**config.mk**
```make
export PLATFORM = sky130hd
export DESIGN_NAME = serial_parallel_sr_flat
export DESIGN_NICKNAME = d
export VERILOG_FILES = /design/src/rtl/serial_parallel_sr_if.sv /design/src/rtl/serial_parallel_sr.sv /design/src/flat_wrapper.sv
export SDC_FILE = /design/constraint.sdc
export NUM_CORES = 1
export LEC_CHECK = 0
export ABC_AREA = 1
export CAP_MARGIN = 20
export CORE_MARGIN = 2
export CORE_UTILIZATION = 44
export CTS_BUF_LIST = sky130_fd_sc_hd__clkbuf_16
export DETAILED_ROUTE_END_ITERATION = 8
export PLACE_DENSITY = 0.67
export SYNTH_ARGS = -nofsm -noshare
export SYNTH_HDL_FRONTEND = slang
export SYNTH_SLANG_ARGS = --single-unit
```
**constraint.sdc**
```tcl
create_clock -name clk -period 1.9 [get_ports clk]
set_input_delay 0.19 -clock clk [delete_from_list [all_inputs] [get_ports clk]]
set_output_delay 0.19 -clock clk [all_outputs]
set_load 0.01 [all_outputs]
```
**src/rtl/serial_parallel_sr_if.sv**
```systemverilog
// Bus bundle for serial_parallel_sr: serial input side (sync, data_in) and
// the parallel result side (data_out plus status strobes).
interface serial_parallel_sr_if #(
  parameter int INPUT_WIDTH = 8
);
  // No backpressure. data_valid is a single-cycle strobe that marks data_out
  // as freshly loaded, and data_out holds its value until the next strobe.
  // The upstream source must present one serial bit per cycle, with sync
  // coinciding with bit 0.
  logic                   sync;
  logic                   data_in;
  logic [INPUT_WIDTH-1:0] data_out;
  logic                   data_valid;
  logic                   busy;
  logic                   frame_abort;
  logic                   parity_err;

  modport master (
    output sync, data_in,
    input  data_out, data_valid, busy, frame_abort, parity_err
  );

  modport slave (
    input  sync, data_in,
    output data_out, data_valid, busy, frame_abort, parity_err
  );
endinterface

```
**src/rtl/serial_parallel_sr.sv**
```systemverilog
// LSB-first serial-to-parallel deserializer with frame restart detection.
// Define SERIAL_PARALLEL_SR_PARITY_EN to add a trailing even-parity bit per frame.
module serial_parallel_sr #(
  parameter int INPUT_WIDTH = 8
) (
  input  logic                    clk,
  input  logic                    reset,
  serial_parallel_sr_if.slave     bus,
  output logic [1:0]              state_dbg
);

  localparam int CW = $clog2(INPUT_WIDTH + 1);

  localparam logic [1:0] S_IDLE   = 2'd0;
  localparam logic [1:0] S_SHIFT  = 2'd1;
`ifdef SERIAL_PARALLEL_SR_PARITY_EN
  localparam logic [1:0] S_PARITY = 2'd2;
`endif

  logic [1:0]             state_q;
  logic [CW-1:0]          cnt_q;
  logic [INPUT_WIDTH-1:0] shift_q;
  logic [INPUT_WIDTH-1:0] data_out_q;
  logic                   valid_q;
  logic                   abort_q;
  logic [INPUT_WIDTH-1:0] word_nxt;
  logic                   last_bit;

  // Shift register with the current serial bit merged in at position cnt_q.
  always_comb begin
    word_nxt = shift_q;
    for (int i = 0; i < INPUT_WIDTH; i++) begin
      if (cnt_q == CW'(i)) word_nxt[i] = bus.data_in;
    end
  end

  assign last_bit = (cnt_q == CW'(INPUT_WIDTH - 1));

`ifdef SERIAL_PARALLEL_SR_PARITY_EN
  logic perr_q;
`endif

  always_ff @(posedge clk or negedge reset) begin
    if (!reset) begin
      state_q    <= S_IDLE;
      cnt_q      <= '0;
      shift_q    <= '0;
      data_out_q <= '0;
      valid_q    <= 1'b0;
      abort_q    <= 1'b0;
`ifdef SERIAL_PARALLEL_SR_PARITY_EN
      perr_q     <= 1'b0;
`endif
    end else begin
      valid_q <= 1'b0;
      abort_q <= 1'b0;
`ifdef SERIAL_PARALLEL_SR_PARITY_EN
      perr_q  <= 1'b0;
`endif
      if (bus.sync) begin
        // A start strobe always begins a new frame; outside IDLE it also
        // throws away the partial one.
        abort_q <= (state_q != S_IDLE);
        shift_q <= {{(INPUT_WIDTH-1){1'b0}}, bus.data_in};
        cnt_q   <= CW'(1);
        state_q <= S_SHIFT;
      end else begin
        case (state_q)
          S_SHIFT: begin
            shift_q <= word_nxt;
            if (last_bit) begin
`ifdef SERIAL_PARALLEL_SR_PARITY_EN
              cnt_q   <= CW'(INPUT_WIDTH);
              state_q <= S_PARITY;
`else
              data_out_q <= word_nxt;
              valid_q    <= 1'b1;
              cnt_q      <= '0;
              state_q    <= S_IDLE;
`endif
            end else begin
              cnt_q <= cnt_q + CW'(1);
            end
          end
`ifdef SERIAL_PARALLEL_SR_PARITY_EN
          S_PARITY: begin
            data_out_q <= shift_q;
            valid_q    <= 1'b1;
            perr_q     <= (^shift_q) ^ bus.data_in;
            cnt_q      <= '0;
            state_q    <= S_IDLE;
          end
`endif
          default: ;
        endcase
      end
    end
  end

  assign bus.data_out    = data_out_q;
  assign bus.data_valid  = valid_q;
  assign bus.frame_abort = abort_q;
  assign bus.busy        = (state_q != S_IDLE);
`ifdef SERIAL_PARALLEL_SR_PARITY_EN
  assign bus.parity_err  = perr_q;
`else
  assign bus.parity_err  = 1'b0;
`endif
  assign state_dbg       = state_q;

endmodule

```
**src/flat_wrapper.sv**
```systemverilog
// flat-port wrapper written by rule: the top's interface ports become plain ports
module serial_parallel_sr_flat 
#(
  parameter int INPUT_WIDTH = 8
)
  (clk, reset, state_dbg, bus_sync, bus_data_in, bus_data_out, bus_data_valid, bus_busy, bus_frame_abort, bus_parity_err);
  serial_parallel_sr_if #(.INPUT_WIDTH(INPUT_WIDTH)) bus_i ();
  input  logic clk;
  input  logic reset;
  output logic [1:0] state_dbg;
  input wire logic [$bits(bus_i.sync)-1:0] bus_sync;
  input wire logic [$bits(bus_i.data_in)-1:0] bus_data_in;
  output wire logic [$bits(bus_i.data_out)-1:0] bus_data_out;
  output wire logic [$bits(bus_i.data_valid)-1:0] bus_data_valid;
  output wire logic [$bits(bus_i.busy)-1:0] bus_busy;
  output wire logic [$bits(bus_i.frame_abort)-1:0] bus_frame_abort;
  output wire logic [$bits(bus_i.parity_err)-1:0] bus_parity_err;
  assign bus_i.sync = bus_sync;
  assign bus_i.data_in = bus_data_in;
  assign bus_data_out = bus_i.data_out;
  assign bus_data_valid = bus_i.data_valid;
  assign bus_busy = bus_i.busy;
  assign bus_frame_abort = bus_i.frame_abort;
  assign bus_parity_err = bus_i.parity_err;
  serial_parallel_sr #(.INPUT_WIDTH(INPUT_WIDTH)) u_core (.clk(clk), .reset(reset), .bus(bus_i), .state_dbg(state_dbg));
endmodule
```
Gate families picked out:
The bar under the picture is 20 um long.
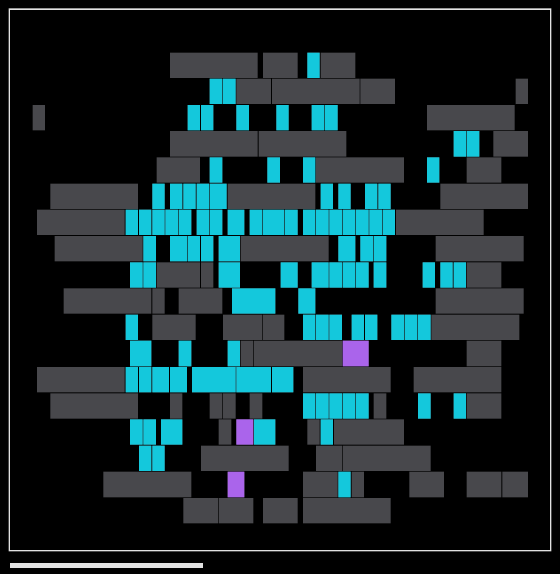
| color | family | cells |
|---|---|---|
| cyan | NAND gates | 98 |
| purple | inverting AOI/OAI gates | 3 |

The clock network:
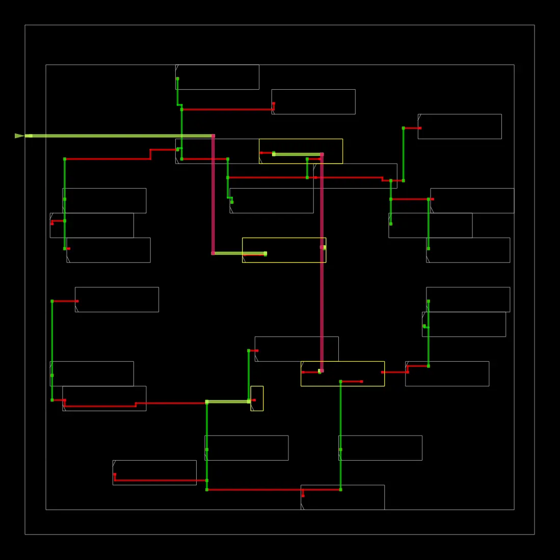
skew final: 0.002736 ns
Seq cells: 23
clk sinks: 23
Inserted Clock Buffers: 3
Late-Pin Clk Latency: 0.25 ns

Pin placement:
Pins as bars across the die edge, other pins in gray.
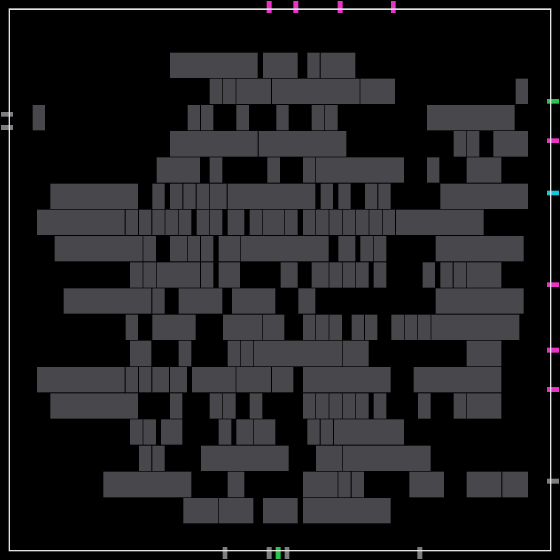
| color | port | pins | direction | edge |
|---|---|---|---|---|
| magenta | bus_data_out | 8 | output | 4 right, 4 top |
| green | state_dbg | 2 | output | 1 bottom, 1 right |
| cyan | bus_data_valid | 1 | output | right |

Register map, names as in the netlist:
The bar under the picture is 20 um long. Other sequential cells in the stronger gray, the rest of the logic in the fainter gray.
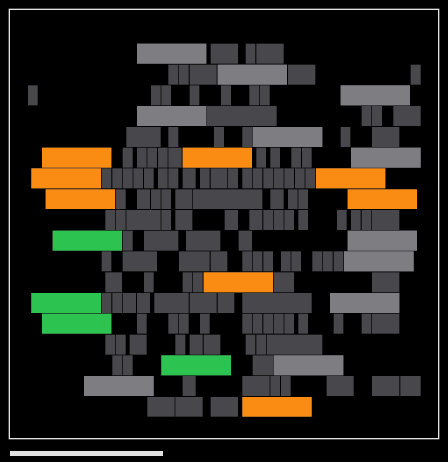
| color | netlist name | sequential cells |
|---|---|---|
| green | u_core.cnt_q | 4 |
| orange | u_core.shift_q | 8 |

Wiring by layer:
Only two layers are drawn.
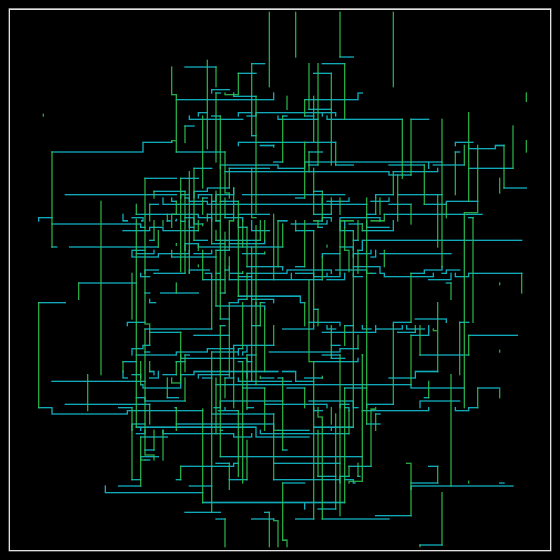
| color | layer | wire length |
|---|---|---|
| green | metal 2 | 1030 um |
| cyan | metal 1 | 1050 um |

==> results_slide.txt <==
Physical Implementation Snapshot

Power
  – Pwr dens: 888.3 mW/mm2
  – PnR Total Power: between 1 and 1.5 mW
  – Sequential share of power: a little under half
  – Part of the power in combinational logic: around a fifth
  – Internal power: around 930 uW
  – Peak VDD IR: between 0.0006 and 0.0007 V

Synthesis
  – Unique cell types: 22
  – Synthesized instance count: 149
  – Sequential area share after synthesis: between 40% and 50%
  – Avg Cell Area, Syn: approximately 8 um2
  – Ys cells: roughly 150

Final timing
  – Final setup fails: 0
  – Fmax: 637.1 MHz
  – Setup_tns: 0 ns
  – WHS: 0.2858 ns
  – Final Slew Violations: 0
  – Slew Limit Headroom: 54.25%

Die
  – Placeable core area: 0.002522 mm2
  – Die Ht: 56.06 um
  – Row count: 18
  – FP Util: between 40% and 50%
  – Io pins: 18

Finish
  – Share of cells above drive strength 1: between 9 and 10%
  – Fill cells: approximately 220
  – Final cell count without fillers: just under 200
  – Area growth syn-to-layout: 19.73%

Critical path
  – Largest stage delay on the critical path: approximately 0.60 ns
  – Critical path cell sequence: clkdlybuf4s50_1
  – Critical path's slowest cell: clkdlybuf4s50_1
  – CP Data Required Time: 1.71 ns
  – Worst Path Arrival: between 1 and 1.5 ns
  – Crit path max-delay family: buffers and inverters

Global route
  – GRT overflow: 0
  – First-pass GRT wire length: 3981 um
  – Vias in the first global route: slightly below 900

CTS
  – TritonCTS clock tree: yes
  – # hold bufs at CTS: 0
  – # resized after CTS: 0
  – H-tree levels: 1

Placed design
  – Count of buffers from port buffering: 15
  – Placed Instances: roughly 190
  – Post-detail-place hpwl: between 1500 and 2000 um

Route
  – Pre-antenna DRT Iters: 4
  – DR vias: roughly 990
  – Vias per Instance: 5.093
  – DRC Markers: 0
  – Post-DRT Antenna Nets: 0

Outcome
  – Run status: complete, no violations
-- cells by family (layout without fill, tap and decap cells) --
family                     Yosys count  count (layout)  share of synthesized area [%]
AOI/OAI and AO/OA                    3               3                          1.468
adders and majority gates            4               4                          4.197
and+or+nand+nor                    103             103                          39.03
buffers and inverters               15              29                          6.715
other                                1               2                         0.3145
DFF                                 23              23                          48.27
-- power groups by stage --
stage	clock [mW]	combinational, mW	sequential, mW
final	0.448	0.241	0.579
after global routing	0.471	0.272	0.589
after CTS	0.455	0.244	0.579
after detailed placement	0	0.242	0.588
after global placement	0	0.239	0.586
after floorplan	0	0.131	0.595
-- cells in the mapped netlist --
| library cell | n | area share [%] |
|---|---|---|
| inv_1 | 6 | 1.9 |
| nand4_2 | 2 | 2.1 |
| clkbuf_1 | 1 | 0.31 |
| nand4_1 | 5 | 2.6 |
| buf_4 | 4 | 2.5 |
| ha_1 | 4 | 4.2 |
| nor2_4 | 1 | 0.94 |
| dfrtp_1 | 23 | 48 |
| nand2_1 | 79 | 25 |
| buf_6 | 1 | 0.94 |
| nand2_2 | 2 | 1.0 |
| buf_2 | 1 | 0.42 |
| nor2_2 | 1 | 0.52 |
| a22oi_1 | 1 | 0.63 |
| nor2_8 | 1 | 1.7 |
| conb_1 | 1 | 0.31 |
| o21ai_0 | 1 | 0.42 |
| inv_2 | 2 | 0.63 |
| nor2_1 | 2 | 0.63 |
| a21oi_1 | 1 | 0.42 |
| nand3_2 | 1 | 0.84 |
| nand3_1 | 9 | 3.8 |
-- final timing paths --
check	cells past startpoint	start	slack, ns	to
max	1	u_core.state_dbg[0]$_DFFE_PN0P_	0.33	state_dbg[0]
max reg2reg	5	u_core.cnt_q[0]$_DFFE_PN0P_	0.46	u_core.bus.data_out[1]$_DFFE_PN0P_
min	2	reset	0.29	u_core.shift_q[0]$_DFFE_PN0P_
min reg2reg	2	u_core.bus.data_out[6]$_DFFE_PN0P_	0.47	u_core.bus.data_out[6]$_DFFE_PN0P_
max in group asynchronous	2	reset	1.39	u_core.shift_q[1]$_DFFE_PN0P_
min in group clk	2	u_core.bus.data_out[6]$_DFFE_PN0P_	0.47	u_core.bus.data_out[6]$_DFFE_PN0P_
-- cell usage in the layout (no fill, tap or decap), types with 2 or more instances in the layout --
cell type	count
nor2_1	2
nand4_1	5
buf_4	2
nand4_2	2
inv_1	7
clkbuf_16	3
dfrtp_1	23
nand2_2	2
nand3_1	9
conb_1	2
ha_1	4
nand2_1	79
inv_2	2
clkdlybuf4s50_1	15
-- metal layers --
layer | vias up | GRT usage [%]
met5 | - | 0
li1 | 495 | -
met3 | 5 | 3.023
met1 | 457 | 22.25
met4 | 0 | 6.122
met2 | 31 | 24.87
-- cell type report --
type	count	area share [%]
sequential	23	40.32
multi-input combinational	112	37.86
timing repair buffer	17	11.57
clock buffer	3	5.259
tap	30	2.629
inverter	8	2.103
clock inverter	1	0.2629
-- sequential cells by signal (all words and copies together), names as in the netlist --
name / flops
u_core.shift_q: 8
u_core.bus.frame_abort: 1
u_core.bus.data_out: 8
u_core.state_dbg: 1
u_core.cnt_q: 4
u_core.bus.data_valid: 1
Power and IR drop assume default switching activity.
